File: src/rtl/program_dumper.sv
// Streams WORD_COUNT imem words MSB-first over a byte UART after a host request byte.
// Each byte goes out only when tx_ready is high, and the cycle after any transferred byte is left idle.
module program_dumper #(
    parameter logic [7:0]  REQUEST_CODE     = 8'hF5,
    parameter logic [7:0]  REQUEST_ACK_CODE = 8'hF6,
    parameter logic [7:0]  COMPLETION_CODE  = 8'hF2,
    parameter logic [7:0]  ERROR_CODE       = 8'hF4,
    parameter int unsigned WORD_COUNT       = 64
) (
    input  logic        clock,
    input  logic        reset,
    input  logic        enable,
    input  logic [7:0]  rx_data,
    input  logic        rx_valid,
    output logic [7:0]  tx_data,
    output logic        tx_start,
    input  logic        tx_ready,
    output logic        rd_imem,
    output logic [31:0] addr_imem,
    input  logic [31:0] data_imem,
    output logic [3:0]  state
);

    localparam logic [3:0] S_WAIT_REQ = 4'd0;
    localparam logic [3:0] S_ACK      = 4'd1;
    localparam logic [3:0] S_FETCH    = 4'd2;
    localparam logic [3:0] S_WAIT_DAT = 4'd3;
    localparam logic [3:0] S_SEND     = 4'd4;
    localparam logic [3:0] S_WAIT_TX  = 4'd5;
    localparam logic [3:0] S_COMP     = 4'd6;
    localparam logic [3:0] S_FINISHED = 4'd7;
    localparam logic [3:0] S_SEND_ERR = 4'd8;
    localparam logic [3:0] S_ERROR    = 4'd9;

    localparam logic [29:0] LAST_IDX = 30'(WORD_COUNT - 1);

    logic [3:0]  state_q, state_d;
    logic [29:0] index_q, index_d;
    logic [1:0]  cnt_q, cnt_d;
    logic [31:0] buf_q, buf_d;
    logic        sent_q, sent_d;
    logic        tx_state;
    logic        dumping;

    assign tx_state = (state_q == S_ACK) || (state_q == S_SEND) ||
                      (state_q == S_COMP) || (state_q == S_SEND_ERR);
    assign dumping  = (state_q >= S_ACK) && (state_q <= S_WAIT_TX);

    // sent_q enforces the idle cycle after a transfer; reset suppresses any transfer on its own edge.
    assign tx_start  = tx_state && tx_ready && !sent_q && !reset;
    assign rd_imem   = (state_q == S_FETCH) && !reset;
    assign addr_imem = {index_q, 2'b00};
    assign state     = state_q;

    always_comb begin
        tx_data = 8'hFF;
        case (state_q)
            S_ACK:      tx_data = REQUEST_ACK_CODE;
            S_SEND:     tx_data = buf_q[31:24];
            S_COMP:     tx_data = COMPLETION_CODE;
            S_SEND_ERR: tx_data = ERROR_CODE;
            default:    tx_data = 8'hFF;
        endcase
    end

    always_comb begin
        state_d = state_q;
        index_d = index_q;
        cnt_d   = cnt_q;
        buf_d   = buf_q;
        sent_d  = tx_start;
        if (!enable) begin
            state_d = S_WAIT_REQ;
        end else begin
            case (state_q)
                S_WAIT_REQ: begin
                    if (rx_valid) begin
                        state_d = (rx_data == REQUEST_CODE) ? S_ACK : S_SEND_ERR;
                    end
                end
                S_ACK: begin
                    if (tx_start) begin
                        state_d = S_FETCH;
                        index_d = '0;
                    end
                end
                S_FETCH:    state_d = S_WAIT_DAT;
                S_WAIT_DAT: begin
                    buf_d   = data_imem;
                    cnt_d   = 2'd0;
                    state_d = S_SEND;
                end
                S_SEND: begin
                    if (tx_start) begin
                        buf_d = {buf_q[23:0], 8'h00};
                        cnt_d = cnt_q + 2'd1;
                        if (cnt_q == 2'd3) begin
                            if (index_q == LAST_IDX) begin
                                state_d = S_COMP;
                            end else begin
                                index_d = index_q + 30'd1;
                                state_d = S_FETCH;
                            end
                        end else begin
                            state_d = S_WAIT_TX;
                        end
                    end
                end
                S_WAIT_TX:  state_d = S_SEND;
                S_COMP:     if (tx_start) state_d = S_FINISHED;
                S_SEND_ERR: if (tx_start) state_d = S_ERROR;
                S_FINISHED: state_d = S_FINISHED;
                S_ERROR:    state_d = S_ERROR;
                default:    state_d = S_WAIT_REQ;
            endcase
            // A host error byte aborts any active dump phase.
            if (dumping && rx_valid && (rx_data == ERROR_CODE)) begin
                state_d = S_SEND_ERR;
            end
        end
    end

    always_ff @(posedge clock) begin
        if (reset) begin
            state_q <= S_WAIT_REQ;
            index_q <= '0;
            cnt_q   <= '0;
            buf_q   <= '0;
            sent_q  <= 1'b0;
        end else begin
            state_q <= state_d;
            index_q <= index_d;
            cnt_q   <= cnt_d;
            buf_q   <= buf_d;
            sent_q  <= sent_d;
        end
    end

endmodule

File: config.mk
export PLATFORM = sky130hd
export DESIGN_NAME = program_dumper
export DESIGN_NICKNAME = d
export VERILOG_FILES = /design/src/rtl/program_dumper.sv
export SDC_FILE = /design/constraint.sdc
export NUM_CORES = 1
export LEC_CHECK = 0
export CORE_UTILIZATION = 46
export DETAILED_ROUTE_END_ITERATION = 8
export GPL_TIMING_DRIVEN = 0
export PLACE_DENSITY = 0.85
export RECOVER_POWER = 50
export SYNTH_ARGS = -nofsm -noshare
export SYNTH_HDL_FRONTEND = slang
export SYNTH_SLANG_ARGS = --single-unit
File: constraint.sdc
create_clock -name clock -period 6.6 [get_ports clock]
set_input_delay 0.66 -clock clock [delete_from_list [all_inputs] [get_ports clock]]
set_output_delay 0.66 -clock clock [all_outputs]
set_load 0.01 [all_outputs]
==> results.py <==
# Synthesis and PnR figures
metrics = {
    "run_status": {
        "outcome": "finished clean",
    },
    "global_route": {
        "antenna_found_initial": 0,
        "grt_max_degree": 13,
        "grt_pass1_wl_um": 16400,
        "grt_pass1_vias": 3523,
    },
    "critical_path": {
        "cp.depth": 6,
        "crit_path_frequent_cell": "clkbuf_1",
        "startpoint": "state[2]",
        "cp_slowest_cell": "nor4b_1",
        "crit_buf_inv": 4,
        "reg2reg_slack_ps": 3950,
        "worstPathArrival_ps": 3090,
        "required_ps": 5940,
        "worst_path_largest_cell_delay_ps": 630,
        "cp-endpoint": "tx_data[6]",
    },
    "final_layout": {
        "clock_area_share_pct": 4.18,
        "n_antenna_cell": 0,
        "signal_buffer_area_fraction_pct": 21.8,
        "dominant_cells": "combinational gates",
        "comb_area_mm2": 0.00202,
        "fillers": 646,
        "regArea_mm2": 0.00138,
        "largest_reg_flops": 32,
        "final_nets": 607,
        "regMostFlops": "buf_q",
        "n_clock_buffer": 10,
        "comb_area_share_pct": 42.2,
        "n_all_inverters": 5,
        "drive_gt1_share_pct": 5.13,
    },
    "clock_network": {
        "cts_tree": "done",
        "cts_setup_buffers": 0,
        "cts_buffer_depth": 2,
        "cts_sinks": 69,
        "post_cts_resized": 0,
    },
    "worst_hold_path": {
        "holdPathEnd": "buf_q[3]",
        "hp-class": "reg -> reg",
        "holdPathStages": 2,
    },
    "synth": {
        "synth_area_mm2": 0.00359,
        "async_flop_share_pct": 0,
        "ys_area_mm2": 0.00359,
        "yosys-top-cells-area": "dfxtp_1, nand2_1, a311oi_1",
        "syn_area_per_cell_um2": 7.81,
        "synthFlopType": "dfxtp_1",
        "ys_sh_aoi_pct": 17.9,
        "muxShareOfSynthArea_pct": 0.592,
        "ys_sh_xor_pct": 3.66,
        "top_area_cell": "dfxtp_1",
        "synthTopCellsByCount": "nand2_1, dfxtp_1, nor2_1",
        "syn_inst": 460,
        "ys_seq_elements": 69,
        "yosysWarningCount": 0,
    },
    "routing": {
        "via_per_inst": 5.83,
        "wl_met1_um": 4430,
        "first_iter_violations": 249,
        "top_layer": "met4",
        "ant_nets": 0,
        "dr.pass1.iters": 5,
        "dr_wl_met3_um": 678,
    },
    "timing": {
        "hold_slack_ps": 457,
        "finalSetupViolCount": 0,
        "slew_violations": 0,
        "period_used_pct": 56.7,
        "setup_slack_ps": 2850,
        "hold_viol": 0,
    },
    "place": {
        "io_buffers": 88,
        "dp_hpwl_um": 7450,
        "dp_cells": 648,
    },
    "pwr": {
        "power_density_mw_per_mm2": 174,
        "power.share.switching_pct": 23.8,
        "p_total_uw": 834,
        "pwr-share-comb_pct": 7.8,
        "p_int_uw": 636,
        "maxPowerGroup": "registers",
        "power_frac_seq_pct": 50.0,
        "powerComb_uw": 65.1,
        "p_leak_uw": 0.00171,
        "p_switching_uw": 198,
        "ir_worst_vdd_mv": 0.126,
    },
    "run": {
        "warnings": 26,
    },
    "floorplan": {
        "die_h_um": 90.4,
        "taps": 99,
        "ios": 91,
        "fp_util_pct": 48.5,
        "dieArea_mm2": 0.00817,
    },
}
**Routed metal per tile**

Bar = 20 um. The die is cut into 18 by 18 equal tiles; dark blue is low, red is high, scaled to the fullest tile. Values are wire area over tile area, all layers added.
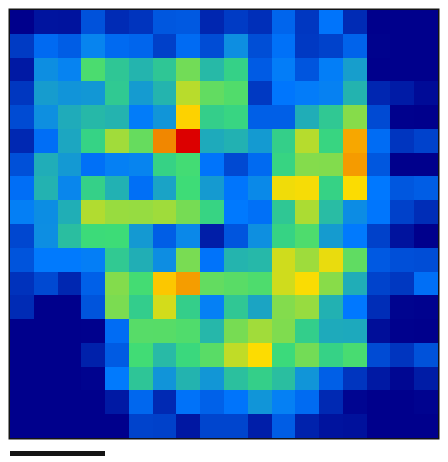
fullest tile: 0.71
tiles over half the peak: 19%
emptiest ninth of the die: lower left
nearly empty tiles: 15%
mean over tiles: 0.20
densest ninth of the die: center
Avg WL per Cell: 15.3 um
GRT Util Overall: 24.8%
Routed WL: 10,200 um
vias post-DR: 3,873

**Routed metal, one color a layer**

Bar = 20 um.
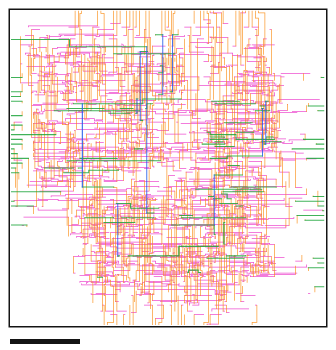
| color | layer | wire length |
|---|---|---|
| blue | met4 | 184 um |
| orange | met2 | 4,900 um |
| magenta | met1 | 4,430 um |
| green | met3 | 679 um |

**Cell classes on the final placement**

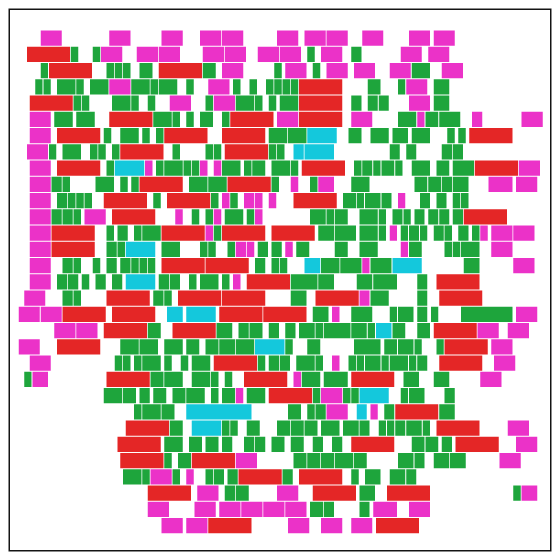
| color | class | cells |
|---|---|---|
| red | flip-flops | 69 |
| green | all other logic | 357 |
| cyan | clock drivers and dummy loads | 16 |
| magenta | other buffers and delay cells | 123 |
Site Rows: 31
CORE AREA: 0.00741 mm2
post-layout util: 64.7%
fraction of area in registers: 28.8%
post-route cell area: 0.00479 mm2

**Track usage over the die**

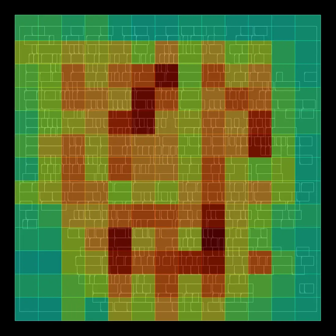
met3 Track Usage GR: 5.39%
GR Layer Usage met2: 40.6%
met1 Use GR: 31.4%
GRT busiest layer: met2

Power is estimated from default activity; no workload was simulated.
